## src/rtl/uart_echo_core.sv

```systemverilog
`timescale 1ns/1ps
// uart_echo_core: UART receiver feeding a small FIFO that drains into a UART
// transmitter gated by clear-to-send. Every received good frame is echoed.
module uart_echo_core #(
    parameter int CLK_FREQ_HZ = 50_000_000,
    parameter int BAUD_RATE   = 115200,
    parameter int DATA_BITS   = 8,
    parameter int PARITY      = 0,
    parameter int STOP_BITS   = 1,
    parameter int FIFO_DEPTH  = 16
) (
    input  logic                          sys_clk,
    input  logic                          sys_rst_n,
    input  logic                          uart_rx,
    input  logic                          cts_n,
    output logic                          uart_tx,
    output logic                          rx_frame_err,
    output logic                          rx_parity_err,
    output logic                          fifo_overflow,
    output logic [$clog2(FIFO_DEPTH):0]   fifo_level
);

    localparam int DIV  = (CLK_FREQ_HZ + BAUD_RATE / 2) / BAUD_RATE;
    localparam int HALF = DIV / 2;
    localparam int CW   = $clog2(DIV + 1);
    localparam int BW   = $clog2(DATA_BITS + 1);
    localparam int AW   = $clog2(FIFO_DEPTH);
    localparam int LW   = AW + 1;

    localparam logic [CW-1:0] CNT_BIT   = CW'(DIV - 1);
    localparam logic [CW-1:0] CNT_HALF  = CW'(HALF - 1);
    localparam logic [BW-1:0] LAST_BIT  = BW'(DATA_BITS - 1);
    localparam logic          LAST_STOP = (STOP_BITS == 2);
    localparam logic          ODD       = (PARITY == 1);
    localparam logic          HAS_PAR   = (PARITY != 0);

    typedef enum logic [2:0] {
        RX_IDLE, RX_START, RX_DATA, RX_PARITY, RX_STOP
    } rx_state_t;

    typedef enum logic [2:0] {
        TX_IDLE, TX_START, TX_DATA, TX_PARITY, TX_STOP
    } tx_state_t;

    // synchronisers
    logic r_rx_meta, r_rx_sync, r_rx_prev;
    logic r_cts_meta, r_cts_sync;

    // receiver
    rx_state_t              r_rx_state;
    logic [CW-1:0]          r_rx_cnt;
    logic [BW-1:0]          r_rx_bit;
    logic                   r_rx_stop;
    logic [DATA_BITS-1:0]   r_rx_shift;
    logic                   r_rx_par_bad;
    logic                   r_rx_push;
    logic                   r_rx_ferr;
    logic                   r_rx_perr;

    // fifo
    logic [DATA_BITS-1:0]   r_mem [FIFO_DEPTH];
    logic [AW-1:0]          r_wr_ptr, r_rd_ptr;
    logic [LW-1:0]          r_level;
    logic                   r_ovf;

    // transmitter
    tx_state_t              r_tx_state;
    logic [CW-1:0]          r_tx_cnt;
    logic [BW-1:0]          r_tx_bit;
    logic                   r_tx_stop;
    logic [DATA_BITS-1:0]   r_tx_shift;
    logic                   r_tx_par;
    logic                   r_tx;

    logic w_rx_fall;
    logic w_full, w_empty;
    logic w_pop, w_wr;

    // A start needs a genuine high-to-low edge; since the delayed copy resets
    // low, the line must be seen high after reset or a break before a start.
    assign w_rx_fall = r_rx_prev & ~r_rx_sync;

    assign w_full  = (r_level == LW'(FIFO_DEPTH));
    assign w_empty = (r_level == '0);
    assign w_pop   = (r_tx_state == TX_IDLE) && !w_empty && !r_cts_sync;
    // A full FIFO can still take a byte when the transmitter pops in the same cycle.
    assign w_wr    = r_rx_push && (!w_full || w_pop);

    // two-flop synchronisers plus a delayed rx copy for edge detection
    always_ff @(posedge sys_clk) begin
        if (!sys_rst_n) begin
            r_rx_meta  <= 1'b0;
            r_rx_sync  <= 1'b0;
            r_rx_prev  <= 1'b0;
            r_cts_meta <= 1'b1;
            r_cts_sync <= 1'b1;
        end else begin
            r_rx_meta  <= uart_rx;
            r_rx_sync  <= r_rx_meta;
            r_rx_prev  <= r_rx_sync;
            r_cts_meta <= cts_n;
            r_cts_sync <= r_cts_meta;
        end
    end

    // receive FSM: mid-bit sampling, parity/stop checks, FIFO write request
    always_ff @(posedge sys_clk) begin
        if (!sys_rst_n) begin
            r_rx_state   <= RX_IDLE;
            r_rx_cnt     <= '0;
            r_rx_bit     <= '0;
            r_rx_stop    <= 1'b0;
            r_rx_shift   <= '0;
            r_rx_par_bad <= 1'b0;
            r_rx_push    <= 1'b0;
            r_rx_ferr    <= 1'b0;
            r_rx_perr    <= 1'b0;
        end else begin
            r_rx_push <= 1'b0;
            r_rx_ferr <= 1'b0;
            r_rx_perr <= 1'b0;
            case (r_rx_state)
                RX_IDLE: begin
                    if (w_rx_fall) begin
                        r_rx_state <= RX_START;
                        r_rx_cnt   <= CNT_HALF;
                    end
                end
                default: begin
                    if (r_rx_cnt != '0) begin
                        r_rx_cnt <= r_rx_cnt - CW'(1);
                    end else begin
                        r_rx_cnt <= CNT_BIT;
                        case (r_rx_state)
                            RX_START: begin
                                // a high start sample is a glitch: drop silently
                                if (r_rx_sync) begin
                                    r_rx_state <= RX_IDLE;
                                end else begin
                                    r_rx_state   <= RX_DATA;
                                    r_rx_bit     <= '0;
                                    r_rx_stop    <= 1'b0;
                                    r_rx_par_bad <= 1'b0;
                                end
                            end
                            RX_DATA: begin
                                r_rx_shift <= {r_rx_sync, r_rx_shift[DATA_BITS-1:1]};
                                if (r_rx_bit == LAST_BIT) begin
                                    r_rx_state <= HAS_PAR ? RX_PARITY : RX_STOP;
                                end else begin
                                    r_rx_bit <= r_rx_bit + BW'(1);
                                end
                            end
                            RX_PARITY: begin
                                r_rx_par_bad <= r_rx_sync ^ (^r_rx_shift) ^ ODD;
                                r_rx_state   <= RX_STOP;
                            end
                            RX_STOP: begin
                                // frame error wins over a pending parity error
                                if (!r_rx_sync) begin
                                    r_rx_ferr  <= 1'b1;
                                    r_rx_state <= RX_IDLE;
                                end else if (r_rx_stop == LAST_STOP) begin
                                    r_rx_state <= RX_IDLE;
                                    if (r_rx_par_bad) r_rx_perr <= 1'b1;
                                    else              r_rx_push <= 1'b1;
                                end else begin
                                    r_rx_stop <= 1'b1;
                                end
                            end
                            default: r_rx_state <= RX_IDLE;
                        endcase
                    end
                end
            endcase
        end
    end

    // FIFO storage; only written when the push is accepted
    always_ff @(posedge sys_clk) begin
        if (w_wr) r_mem[r_wr_ptr] <= r_rx_shift;
    end

    // FIFO pointers, occupancy and overflow flag
    always_ff @(posedge sys_clk) begin
        if (!sys_rst_n) begin
            r_wr_ptr <= '0;
            r_rd_ptr <= '0;
            r_level  <= '0;
            r_ovf    <= 1'b0;
        end else begin
            r_ovf <= r_rx_push && !w_wr;
            if (w_wr)  r_wr_ptr <= r_wr_ptr + AW'(1);
            if (w_pop) r_rd_ptr <= r_rd_ptr + AW'(1);
            case ({w_wr, w_pop})
                2'b10:   r_level <= r_level + LW'(1);
                2'b01:   r_level <= r_level - LW'(1);
                default: r_level <= r_level;
            endcase
        end
    end

    // transmit FSM: pop on IDLE exit, then DIV cycles per bit from a registered output
    always_ff @(posedge sys_clk) begin
        if (!sys_rst_n) begin
            r_tx_state <= TX_IDLE;
            r_tx_cnt   <= '0;
            r_tx_bit   <= '0;
            r_tx_stop  <= 1'b0;
            r_tx_shift <= '0;
            r_tx_par   <= 1'b0;
            r_tx       <= 1'b1;
        end else begin
            case (r_tx_state)
                TX_IDLE: begin
                    r_tx <= 1'b1;
                    if (w_pop) begin
                        r_tx_shift <= r_mem[r_rd_ptr];
                        r_tx_par   <= (^r_mem[r_rd_ptr]) ^ ODD;
                        r_tx       <= 1'b0;
                        r_tx_cnt   <= CNT_BIT;
                        r_tx_state <= TX_START;
                    end
                end
                default: begin
                    if (r_tx_cnt != '0) begin
                        r_tx_cnt <= r_tx_cnt - CW'(1);
                    end else begin
                        r_tx_cnt <= CNT_BIT;
                        case (r_tx_state)
                            TX_START: begin
                                r_tx       <= r_tx_shift[0];
                                r_tx_shift <= {1'b0, r_tx_shift[DATA_BITS-1:1]};
                                r_tx_bit   <= '0;
                                r_tx_state <= TX_DATA;
                            end
                            TX_DATA: begin
                                if (r_tx_bit == LAST_BIT) begin
                                    r_tx_stop <= 1'b0;
                                    if (HAS_PAR) begin
                                        r_tx       <= r_tx_par;
                                        r_tx_state <= TX_PARITY;
                                    end else begin
                                        r_tx       <= 1'b1;
                                        r_tx_state <= TX_STOP;
                                    end
                                end else begin
                                    r_tx       <= r_tx_shift[0];
                                    r_tx_shift <= {1'b0, r_tx_shift[DATA_BITS-1:1]};
                                    r_tx_bit   <= r_tx_bit + BW'(1);
                                end
                            end
                            TX_PARITY: begin
                                r_tx       <= 1'b1;
                                r_tx_stop  <= 1'b0;
                                r_tx_state <= TX_STOP;
                            end
                            TX_STOP: begin
                                if (r_tx_stop == LAST_STOP) begin
                                    r_tx       <= 1'b1;
                                    r_tx_state <= TX_IDLE;
                                end else begin
                                    r_tx_stop <= 1'b1;
                                end
                            end
                            default: begin
                                r_tx       <= 1'b1;
                                r_tx_state <= TX_IDLE;
                            end
                        endcase
                    end
                end
            endcase
        end
    end

    assign uart_tx       = r_tx;
    assign rx_frame_err  = r_rx_ferr;
    assign rx_parity_err = r_rx_perr;
    assign fifo_overflow = r_ovf;
    assign fifo_level    = r_level;

endmodule

```

## config.mk

```make
export PLATFORM = sky130hd
export DESIGN_NAME = uart_echo_core
export DESIGN_NICKNAME = d
export VERILOG_FILES = /design/src/rtl/uart_echo_core.sv
export SDC_FILE = /design/constraint.sdc
export NUM_CORES = 1
export LEC_CHECK = 0
export CORE_ASPECT_RATIO = 0.7
export CORE_MARGIN = 3
export CORE_UTILIZATION = 30
export CTS_BUF_LIST = sky130_fd_sc_hd__clkbuf_4
export DETAILED_ROUTE_END_ITERATION = 7
export GPL_TIMING_DRIVEN = 0
export PLACE_DENSITY_LB_ADDON = 0.3
export SETUP_SLACK_MARGIN = 0.02
export SLEW_MARGIN = 10
export SYNTH_ARGS = -nofsm -noshare
export SYNTH_HDL_FRONTEND = slang
export SYNTH_SLANG_ARGS = --single-unit
```

## constraint.sdc

```tcl
create_clock -name sys_clk -period 4 [get_ports sys_clk]
set_input_delay 0.6 -clock sys_clk [delete_from_list [all_inputs] [get_ports sys_clk]]
set_output_delay 0.6 -clock sys_clk [all_outputs]
set_load 0.01 [all_outputs]
```

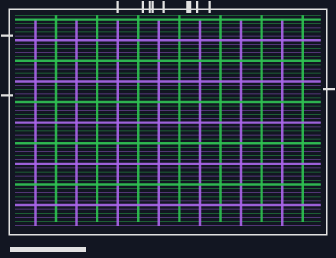
Fig. 1. Power grid (run 1).
Scale bar: 50 um. Pins as bars on the die edge.
VDD -> green
VSS -> purple
met4 straps = 14
met1 rails = 52
core box area: 0.0280 sq mm
die y size: 148 um
Worst VDD drop: 171 uV

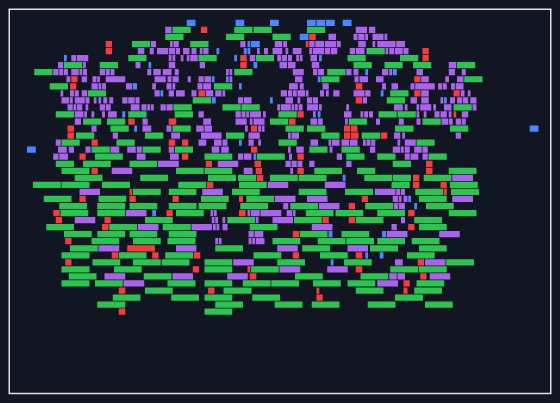
Fig. 2. Placement by cell class (run 1).
remaining buffers and delay cells -> blue  # cells 46
remaining logic cells -> purple  # cells 386
clock drivers and dummy loads -> red  # cells 89
sequential cells -> green  # cells 204
final design utilization: 0.353
Std-Cell Rows: 51

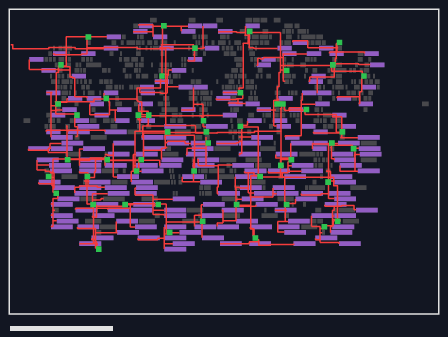
Fig. 3. Clock wires, drivers and flops (run 1).
Scale bar: 50 um.
flip-flops -> purple  # count 204
clock-net drivers -> green  # count 50
clock wires -> red  # length 2950 um
routed clock nets = 51
share of total power in the clock network: 0.436
clock skew after layout: 49.3 ps
clk latency late pin: 670 ps
clock network power consumption: 1.79 mW

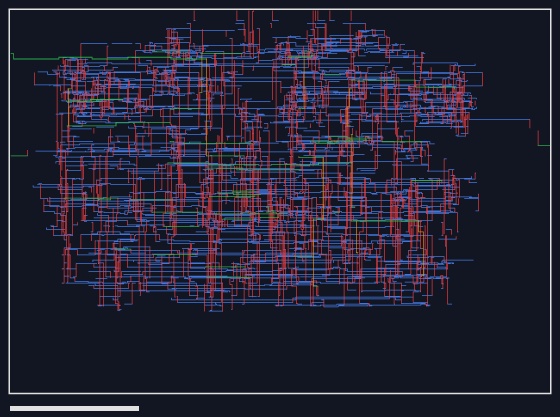
Fig. 4. Signal wires by layer (run 1).
Scale bar: 50 um.
M2 -> red  # wire length 7440 um
M3 -> green  # wire length 776 um
M1 -> blue  # wire length 10400 um
M4 -> orange  # wire length 216 um
Total Routed Length: 18.8 mm
total via count after detailed routing: 5249

==> results_tabular.tex, run 1 <==
% Synthesis and place-and-route results
\begin{tabular}{lr}
\hline
Metric & Value \\
\hline
\multicolumn{2}{l}{\textbf{Setup path}} \\
\quad Critical Path Source Type & flip-flop \\
\quad Max stage delay cell, worst path & sky130\_fd\_sc\_hd\_\_a211oi\_1 \\
\quad Endpoint kind of the worst setup timing path & flip-flop \\
\quad End point of the critical path & fifo\_level[4] \\
\quad Delay-heaviest family, CP & AND-OR/OR-AND gates \\
\quad Worst endpoint data arrival time & 3820 ps \\
\quad Launch instance of the worst register-to-register path & r\_tx\_state[1] \\
\quad Worst endpoint required time & roughly 4500 ps \\
\quad R2r setup slk & 710 ps \\
\quad Cells along the critical path & clkbuf\_1 > or4\_1 > a211oi\_1 > ha\_1 > a21o\_1 > a21oi\_1 > mux2\_2 > nor4b\_1 \\
\quad Cell count of the worst reg-to-reg path & 8 \\
\multicolumn{2}{l}{\textbf{Logic synthesis}} \\
\quad Proportion of synthesized chip area in sequential cells & 0.623 \\
\quad Combined area of all synthesized cells & approximately 0.0086 sq mm \\
\quad Distinct cell type count of the synthesized netlist & approximately 60 \\
\quad Synth mux share & 0.112 \\
\quad Post-synthesis cell count from yosys & 625 \\
\quad Most frequently used flop master after synthesis & sky130\_fd\_sc\_hd\_\_edfxtp\_1 \\
\quad Top cells by area, synth & sky130\_fd\_sc\_hd\_\_edfxtp\_1, sky130\_fd\_sc\_hd\_\_dfxtp\_1, sky130\_fd\_sc\_hd\_\_mux4\_2 \\
\quad Yosys Chip Area & $\sim$0.0086 sq mm \\
\quad Yosys warning count & 0 \\
\quad Synth Area in Compound Gates & 0.0752 \\
\quad Register bit count reported by yosys & 204 \\
\quad Proportion of netlist area held by the largest area contributor & 0.446 \\
\quad Largest non-sequential cell family by area & simple AND/OR/NAND/NOR gates \\
\quad Synth cell count leaders & sky130\_fd\_sc\_hd\_\_edfxtp\_1, sky130\_fd\_sc\_hd\_\_dfxtp\_1, sky130\_fd\_sc\_hd\_\_nor2\_1 \\
\quad Post-synthesis share of cell area spent on xor and xnor gates & 0.0209 \\
\multicolumn{2}{l}{\textbf{Final timing}} \\
\quad Setup Total Neg Slack & 0 ps \\
\quad Final count of negative-setup-slack endpoints & 0 \\
\quad Final hold violations & 0 \\
\quad Final tally of max-slew violations & 0 \\
\quad Highest achievable clock rate & 304 MHz \\
\quad Worst slew margin relative to its limit & 0.256 \\
\multicolumn{2}{l}{\textbf{Floorplanning}} \\
\quad Chip footprint & just over 0.03 sq mm \\
\quad Number of top-level pins & 13 \\
\quad Starting Density & 0.308 \\
\multicolumn{2}{l}{\textbf{Route}} \\
\quad Number of nets with antenna violations after detailed routing & 0 \\
\quad Number of iterations in the first detailed-routing pass & 5 \\
\quad Post-route DRC violation count & 0 \\
\quad DRT iter0 DRCs & $\sim$330 \\
\quad Met2 routed wirelength & 7.44 mm \\
\quad Wire per inst & 17.2 um \\
\quad Via/cell ratio & 4.79 \\
\multicolumn{2}{l}{\textbf{Finish}} \\
\quad Proportion of final cell area spent on non-clock buffers & 0.0255 \\
\quad Multi-input combinational cell count & $\sim$370 \\
\quad Count of clock-net buffers in the final layout & 77 \\
\quad Fraction of area in registers & 0.543 \\
\quad Top flop regs & r\_mem (128), r\_rx\_cnt (9), r\_tx\_cnt (9) \\
\quad Final Instance Area & 0.00988 sq mm \\
\quad Antenna diodes & 0 \\
\multicolumn{2}{l}{\textbf{Global route}} \\
\quad Antenna violations before repair & 0 \\
\quad Met2 Track Usage GR & 0.164 \\
\quad Total global routing track utilization & 0.123 \\
\multicolumn{2}{l}{\textbf{Job}} \\
\quad Tool Warnings & 29 \\
\multicolumn{2}{l}{\textbf{Placed design}} \\
\quad Routability congestion estimate & 0.760 \\
\quad Dpl cells & 1007 \\
\multicolumn{2}{l}{\textbf{Power}} \\
\quad Power density cells & 416 mW/mm\^{}2 \\
\multicolumn{2}{l}{\textbf{Worst hold path}} \\
\quad Class of the worst hold path & in -> reg \\
\quad Number of instances on the worst hold path & 2 \\
\quad Destination of the worst hold path & r\_cts\_sync \\
\multicolumn{2}{l}{\textbf{Clock network}} \\
\quad Number of H-tree levels & 2 \\
\quad Clock buffers created by TritonCTS & 50 \\
\quad Number of instances resized during post-cts repair & 0 \\
\multicolumn{2}{l}{\textbf{Status}} \\
\quad Run status & completed \\
\hline
\end{tabular}
==> run 1: cell usage in the layout, fill, tap and decap left out, drive strengths merged, types with 12 or more instances in the layout <==
cell      n
a21boi   17
a21oi    20
and2     16
clkbuf  102
dfxtp    76
edfxtp  128
ha       12
inv      15
mux2i    14
mux4     36
nand2    33
nand2b   15
nor2     41
nor2b    22
nor3     21
o21ai    14
xnor2    13
==> run 1: power by group <==
| part | internal, mW | total [mW] | switching (mW) |
|---|---|---|---|
| Clock | 0.946 | 1.79 | 0.847 |
| Sequential | 2.22 | 2.22 | 0.00680 |
| Combinational | 0.0361 | 0.0949 | 0.0588 |
Fig. 5: run 1, clock wiring as the flow saved it
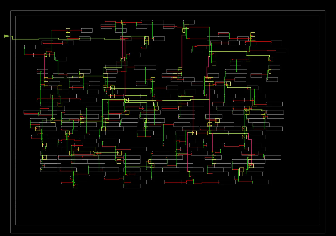

==> run 2: changes to the inputs <==
==> constraint.sdc (replaced) <==
create_clock -name sys_clk -period 2.7 [get_ports sys_clk]
set_input_delay 0.405 -clock sys_clk [delete_from_list [all_inputs] [get_ports sys_clk]]
set_output_delay 0.405 -clock sys_clk [all_outputs]
set_load 0.01 [all_outputs]
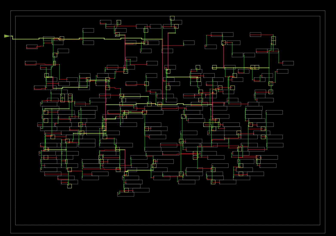
Fig. 6. Clock wiring as the flow saved it (run 2).
clock buffers created by TritonCTS: 50
number of clock sinks: 204
clock network power consumption: 2.62 mW
number of flip-flops and latches: 204
clock skew after layout: 37.5 ps

==> results_tabular.tex, run 2 <==
% Synthesis and place-and-route results
\begin{tabular}{lr}
\hline
Metric & Value \\
\hline
\multicolumn{2}{l}{\textbf{Job}} \\
\quad Tool Warnings & 31 (+6.9\%) \\
\multicolumn{2}{l}{\textbf{Power}} \\
\quad Psw & 1.30 mW (+42\%) \\
\quad Power in sequential cells & 3.29 mW (+48\%) \\
\quad Combinational power & 145 uW (+53\%) \\
\quad Sw Ratio & 0.215 (-0.00753) \\
\quad Cell Int Power & 4.76 mW (+49\%) \\
\quad Worst VDD drop & 204 uV (+20\%) \\
\quad Sequential Power Share & 0.543 (+0.002) \\
\quad Combinational cell fraction of total power & 0.024 (about the same) \\
\quad Power density cells & 591 mW/mm\^{}2 (+42\%) \\
\quad Highest-power group & sequential cells \\
\multicolumn{2}{l}{\textbf{Finish}} \\
\quad Top cell excl fill/tap & sky130\_fd\_sc\_hd\_\_edfxtp\_1 \\
\quad Count of clock-net buffers in the final layout & 80 (+3.9\%) \\
\quad Final Instance Area & 0.0103 sq mm (+3.8\%) \\
\quad Final design utilization & 0.366 (+0.0134) \\
\quad Clock buf/inv share & 0.0641 \\
\quad Multi-input combinational cell count & 372 (unchanged) \\
\quad Antenna diodes & 1 (+1) \\
\quad Net total in the final layout & 717 \\
\quad Proportion of final cell area spent on non-clock buffers & 0.0445 (+0.0191) \\
\quad Final-layout fill cell count & 2654 \\
\quad Most numerous logic cells after layout & sky130\_fd\_sc\_hd\_\_edfxtp\_1, sky130\_fd\_sc\_hd\_\_clkbuf\_4, sky130\_fd\_sc\_hd\_\_dfxtp\_1 \\
\quad Top flop regs & r\_mem (128), r\_rx\_cnt (9), r\_tx\_cnt (9) \\
\quad Fraction of area in registers & 0.524 (-0.0195) \\
\quad Number of logic inverters in the finished layout & 14 \\
\multicolumn{2}{l}{\textbf{Route}} \\
\quad Total via count after detailed routing & 5261 (+0.23\%) \\
\quad Number of iterations in the first detailed-routing pass & 4 (-1) \\
\quad Wire per inst & 17.5 um (+2.1\%) \\
\quad DRT iter0 DRCs & 368 (+11\%) \\
\quad Met2 routed wirelength & 8.04 mm (+8.0\%) \\
\quad Via/cell ratio & 4.76 (-0.68\%) \\
\quad Post-route DRC violation count & 0 (unchanged) \\
\quad Total Routed Length & 19.4 mm (+3.1\%) \\
\quad Number of nets with antenna violations after detailed routing & 0 (unchanged) \\
\multicolumn{2}{l}{\textbf{Status}} \\
\quad Run status & completed \\
\multicolumn{2}{l}{\textbf{Worst hold path}} \\
\quad Destination of the worst hold path & r\_cts\_sync \\
\quad Number of instances on the worst hold path & 2 (unchanged) \\
\quad Class of the worst hold path & in -> reg \\
\multicolumn{2}{l}{\textbf{Final timing}} \\
\quad Worst slew margin relative to its limit & 0.183 (-0.0727) \\
\quad Final hold violations & 0 (unchanged) \\
\quad Final tally of max-slew violations & 0 (unchanged) \\
\quad Setup Total Neg Slack & 0 ps (unchanged) \\
\quad Cycle use final & 0.944 \\
\quad Final count of negative-setup-slack endpoints & 0 (unchanged) \\
\quad Slew at the pin closest to its max-slew limit & 1220 ps \\
\quad Highest achievable clock rate & 392 MHz (+29\%) \\
\multicolumn{2}{l}{\textbf{Logic synthesis}} \\
\quad Post-synthesis async set-or-reset flop share & 0 \\
\quad Top cells by area, synth & sky130\_fd\_sc\_hd\_\_edfxtp\_1, sky130\_fd\_sc\_hd\_\_dfxtp\_1, sky130\_fd\_sc\_hd\_\_mux4\_2 \\
\quad Synthesized area divided by synthesized cell count & 13.8 sq um \\
\quad Proportion of synthesized chip area in sequential cells & 0.623 (unchanged) \\
\quad Distinct cell type count of the synthesized netlist & 60 (unchanged) \\
\quad Yosys Chip Area & 0.00862 sq mm (unchanged) \\
\quad Largest non-sequential cell family by area & simple AND/OR/NAND/NOR gates \\
\quad Synth Area in Compound Gates & 0.0752 (unchanged) \\
\quad Post-synthesis cell count from yosys & 625 (unchanged) \\
\quad Synth cell count leaders & sky130\_fd\_sc\_hd\_\_edfxtp\_1, sky130\_fd\_sc\_hd\_\_dfxtp\_1, sky130\_fd\_sc\_hd\_\_nor2\_1 \\
\quad Yosys warning count & 0 (unchanged) \\
\quad Synth mux share & 0.112 (unchanged) \\
\quad Combined area of all synthesized cells & 0.00862 sq mm (unchanged) \\
\quad Register bit count reported by yosys & 204 (unchanged) \\
\quad Proportion of netlist area held by the largest area contributor & 0.446 (unchanged) \\
\quad Post-synthesis share of cell area spent on xor and xnor gates & 0.0209 (unchanged) \\
\quad Most frequently used flop master after synthesis & sky130\_fd\_sc\_hd\_\_edfxtp\_1 \\
\multicolumn{2}{l}{\textbf{Floorplanning}} \\
\quad Tap cells & 371 \\
\quad Std-Cell Rows & 51 (unchanged) \\
\quad Starting Density & 0.308 (unchanged) \\
\quad Die y size & 148 um (unchanged) \\
\quad Number of top-level pins & 13 (unchanged) \\
\quad Core box area & 0.0280 sq mm (unchanged) \\
\quad Chip footprint & 0.0308 sq mm (unchanged) \\
\multicolumn{2}{l}{\textbf{Global route}} \\
\quad Wire length of the first global-routing pass & between 30 and 40 mm \\
\quad Met1 usage & 0.203 \\
\quad Total global routing track utilization & 0.127 (+0.00402) \\
\quad Antenna violations before repair & 0 (unchanged) \\
\quad Met2 Track Usage GR & 0.172 (+0.00819) \\
\multicolumn{2}{l}{\textbf{Clock network}} \\
\quad \# hold bufs at CTS & 0 \\
\quad Cell at the root of the clock tree & sky130\_fd\_sc\_hd\_\_clkbuf\_4 \\
\quad Number of H-tree levels & 2 (unchanged) \\
\multicolumn{2}{l}{\textbf{Setup path}} \\
\quad Worst endpoint data arrival time & 3090 ps (-730 ps) \\
\quad Endpoint kind of the worst setup timing path & flip-flop \\
\quad Worst endpoint required time & 3240 ps (-1290 ps) \\
\quad Launch instance of the worst register-to-register path & r\_tx\_state[2] \\
\quad Critical Path Source Type & flip-flop \\
\quad Cell count of the worst reg-to-reg path & 8 (unchanged) \\
\quad End point of the critical path & fifo\_level[4] \\
\quad R2r setup slk & 150 ps (-560 ps) \\
\quad Critical path origin & r\_tx\_state[2] \\
\multicolumn{2}{l}{\textbf{Placed design}} \\
\quad Routability congestion estimate & 0.773 (+1.7\%) \\
\quad Dpl cells & 1007 (unchanged) \\
\hline
\end{tabular}
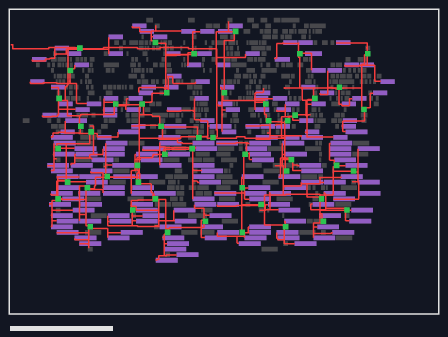
Fig. 7. Clock wires, drivers and flops (run 2).
Scale bar: 50 um.
clock wires -> red  # length 2810 um
flip-flops -> purple  # count 204
clock-net drivers -> green  # count 50
routed clock nets = 51
clk latency late pin: 650 ps
share of total power in the clock network: 0.433

## run 2: cell counts after synthesis
No cell type changed its count.
## run 2: repair_timing
| item | in CTS | in global routing |
|---|---|---|
| pin swaps | 5 | 9 |
| gates resized | 30 | 12 |
| hold endpoints to repair | 0 | 0 |
| setup buffers | 7 | 8 |
| setup endpoints to repair | 129 | 114 |
## run 2: critical path: stages, from the launching register on
cell and delay (ps):
sky130_fd_sc_hd__dfxtp_4 390, sky130_fd_sc_hd__or4_4 540, sky130_fd_sc_hd__a211oi_4 250, sky130_fd_sc_hd__buf_4 160, sky130_fd_sc_hd__buf_4 100, sky130_fd_sc_hd__ha_1 250, sky130_fd_sc_hd__a21oi_2 220, sky130_fd_sc_hd__mux2_2 360
sky130_fd_sc_hd__nor4b_2 200
Fig. 8: run 2, signal wires by layer
Scale bar: 50 um.
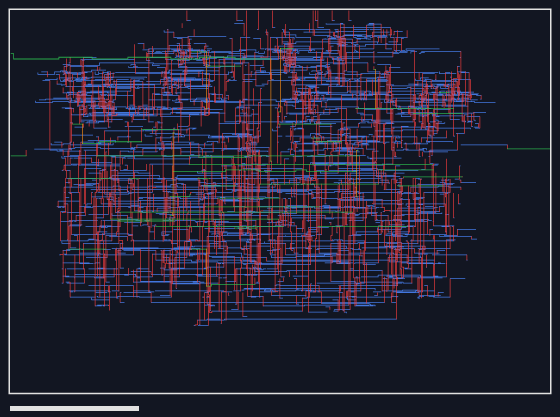

==> run 3: changes to the inputs <==
--- a/config.mk
+++ b/config.mk
@@ -13,7 +13,7 @@
 export GPL_TIMING_DRIVEN = 0
 export PLACE_DENSITY_LB_ADDON = 0.3
 export SETUP_SLACK_MARGIN = 0.02
-export SLEW_MARGIN = 10
+export SLEW_MARGIN = 30
 export SYNTH_ARGS = -nofsm -noshare
 export SYNTH_HDL_FRONTEND = slang
 export SYNTH_SLANG_ARGS = --single-unit
==> constraint.sdc (replaced) <==
create_clock -name sys_clk -period 3.2 [get_ports sys_clk]
set_input_delay 0.48 -clock sys_clk [delete_from_list [all_inputs] [get_ports sys_clk]]
set_output_delay 0.48 -clock sys_clk [all_outputs]
set_load 0.01 [all_outputs]
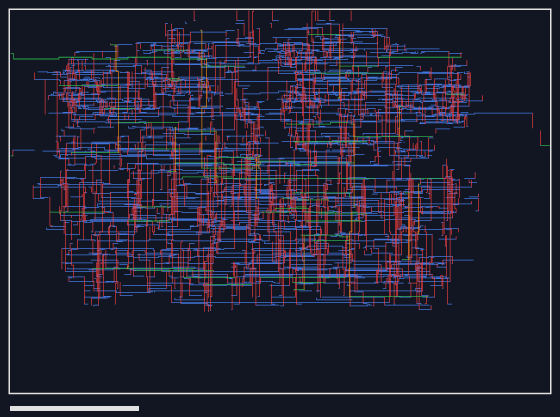
Fig. 9. Signal wires by layer (run 3).
Scale bar: 50 um.
M1 -> blue  # wire length 10100 um
M3 -> green  # wire length 1020 um
M4 -> orange  # wire length 334 um
M2 -> red  # wire length 7390 um
total global routing track utilization: 0.124
total via count after detailed routing: 5320
wire per inst: 17.2 um
Total Routed Length: 18.8 mm

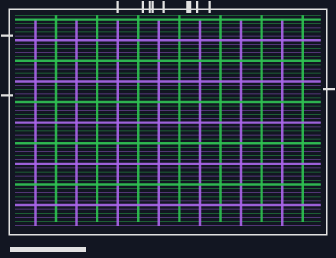
Fig. 10. Power grid (run 3).
Scale bar: 50 um. Pins as bars on the die edge.
VDD -> green
VSS -> purple
met1 rails = 52
rows = 51
signal pins = 13
Worst VDD drop: 182 uV
Die Span X: 209 um

==> results_tabular.tex, run 3 <==
% Synthesis and place-and-route results
\begin{tabular}{lr}
\hline
Metric & Value \\
\hline
\multicolumn{2}{l}{\textbf{Finish}} \\
\quad Final design utilization & 0.352 (-0.0141) \\
\quad Final-layout fill cell count & 2712 (+2.2\%) \\
\quad Most numerous logic cells after layout & sky130\_fd\_sc\_hd\_\_edfxtp\_1, sky130\_fd\_sc\_hd\_\_dfxtp\_1, sky130\_fd\_sc\_hd\_\_clkbuf\_4 \\
\quad Top cell excl fill/tap & sky130\_fd\_sc\_hd\_\_edfxtp\_1 \\
\quad Antenna diodes & 0 (-1) \\
\quad Final Instance Area & 0.00986 sq mm (-3.9\%) \\
\multicolumn{2}{l}{\textbf{Route}} \\
\quad DRT iter0 DRCs & 288 (-22\%) \\
\quad Via/cell ratio & 4.87 (+2.3\%) \\
\quad Post-route DRC violation count & 0 (unchanged) \\
\multicolumn{2}{l}{\textbf{Clock network}} \\
\quad Clk latency late pin & 670 ps (+20 ps) \\
\quad Clock buffers created by TritonCTS & 51 (+2.0\%) \\
\quad Number of clock sinks & 204 (unchanged) \\
\quad \# hold bufs at CTS & 0 (unchanged) \\
\quad Number of instances resized during post-cts repair & 1 (-97\%) \\
\quad Post-CTS setup repair buffer count & 0 (-7) \\
\multicolumn{2}{l}{\textbf{Setup path}} \\
\quad Cell count of the worst reg-to-reg path & 8 (unchanged) \\
\quad Cells along the critical path & clkbuf\_1 > or4\_1 > a211oi\_4 > ha\_1 > a21o\_1 > a21oi\_1 > mux2\_2 > nor4b\_1 \\
\quad Worst endpoint required time & 3750 ps (+510 ps) \\
\quad Path length in cells of the critical path & 8 (unchanged) \\
\quad Critical Path Source Type & flip-flop \\
\quad Max stage delay cell, worst path & sky130\_fd\_sc\_hd\_\_or4\_1 \\
\quad Crit-path max cell delay & 640 ps (+100 ps) \\
\quad Launch instance of the worst register-to-register path & r\_tx\_state[1] \\
\quad Worst endpoint data arrival time & 3500 ps (+410 ps) \\
\quad Endpoint kind of the worst setup timing path & flip-flop \\
\quad Delay-heaviest family, CP & simple AND/OR/NAND/NOR gates \\
\multicolumn{2}{l}{\textbf{Logic synthesis}} \\
\quad Register bit count reported by yosys & 204 (unchanged) \\
\quad Synth mux share & 0.112 (unchanged) \\
\quad Synthesized area divided by synthesized cell count & 13.8 sq um (unchanged) \\
\quad Synth Area in Compound Gates & 0.0752 (unchanged) \\
\quad Yosys warning count & 0 (unchanged) \\
\quad Proportion of synthesized chip area in sequential cells & 0.623 (unchanged) \\
\quad Most frequently used flop master after synthesis & sky130\_fd\_sc\_hd\_\_edfxtp\_1 \\
\quad Post-synthesis share of cell area spent on xor and xnor gates & 0.0209 (unchanged) \\
\quad Synth cell count leaders & sky130\_fd\_sc\_hd\_\_edfxtp\_1, sky130\_fd\_sc\_hd\_\_dfxtp\_1, sky130\_fd\_sc\_hd\_\_nor2\_1 \\
\quad Yosys Chip Area & 0.00862 sq mm (unchanged) \\
\quad Combined area of all synthesized cells & 0.00862 sq mm (unchanged) \\
\quad Largest non-sequential cell family by area & simple AND/OR/NAND/NOR gates \\
\multicolumn{2}{l}{\textbf{Final timing}} \\
\quad Slew at the pin closest to its max-slew limit & 899 ps (-316 ps) \\
\quad Clock skew after layout & 46.8 ps (+9.26 ps) \\
\quad Final count of negative-setup-slack endpoints & 0 (unchanged) \\
\quad Setup Total Neg Slack & 0 ps (unchanged) \\
\quad Worst slew margin relative to its limit & 0.397 (+0.214) \\
\quad Cycle use final & 0.924 (-0.0198) \\
\quad Final hold violations & 0 (unchanged) \\
\multicolumn{2}{l}{\textbf{Floorplanning}} \\
\quad Core box area & 0.0280 sq mm (unchanged) \\
\quad Std-Cell Rows & 51 (unchanged) \\
\quad Starting Density & 0.308 (unchanged) \\
\quad Chip footprint & 0.0308 sq mm (unchanged) \\
\quad Number of top-level pins & 13 (unchanged) \\
\multicolumn{2}{l}{\textbf{Global route}} \\
\quad Met2 Track Usage GR & 0.165 (-0.00704) \\
\quad Wire length of the first global-routing pass & 29.9 mm (-2.8\%) \\
\quad Antenna violations before repair & 0 (unchanged) \\
\multicolumn{2}{l}{\textbf{Status}} \\
\quad Run status & completed \\
\multicolumn{2}{l}{\textbf{Job}} \\
\quad Tool Warnings & 29 (-6.5\%) \\
\multicolumn{2}{l}{\textbf{Worst hold path}} \\
\quad Number of instances on the worst hold path & 2 (unchanged) \\
\multicolumn{2}{l}{\textbf{Placed design}} \\
\quad Dpl cells & 1008 (+0.099\%) \\
\quad Routability congestion estimate & 0.760 (-1.7\%) \\
\multicolumn{2}{l}{\textbf{Power}} \\
\quad Power density cells & 506 mW/mm\^{}2 (-14\%) \\
\hline
\end{tabular}
## run 3: cell counts after synthesis
Identical to the previous run, type by type.
## run 3: final cells by class
cell class | instances | share of cell area
multi-input combinational | 372 | 0.315
timing repair buffer | 12 | 0.0119
sequential | 204 | 0.544
clock inverter | 10 | 0.00533
clock buffer | 75 | 0.0571
buffer | 35 | 0.0143
tap | 371 | 0.0471
inverter | 14 | 0.00533
## run 3: where the power goes
part | total, mW | internal [mW] | switching, mW
Clock | 2.09 | 1.07 | 1.02
Sequential | 2.78 | 2.77 | 0.00867
Combinational | 0.118 | 0.0452 | 0.0728
Total | 4.99 | 3.88 | 1.10
## run 3: worst paths after layout
path                    to  slack [ps]
max          fifo_level[4]         240
min             r_cts_sync         150
max reg2reg  fifo_level[4]         240
min reg2reg     r_cts_sync         420
Power is estimated from default activity; no workload was simulated.
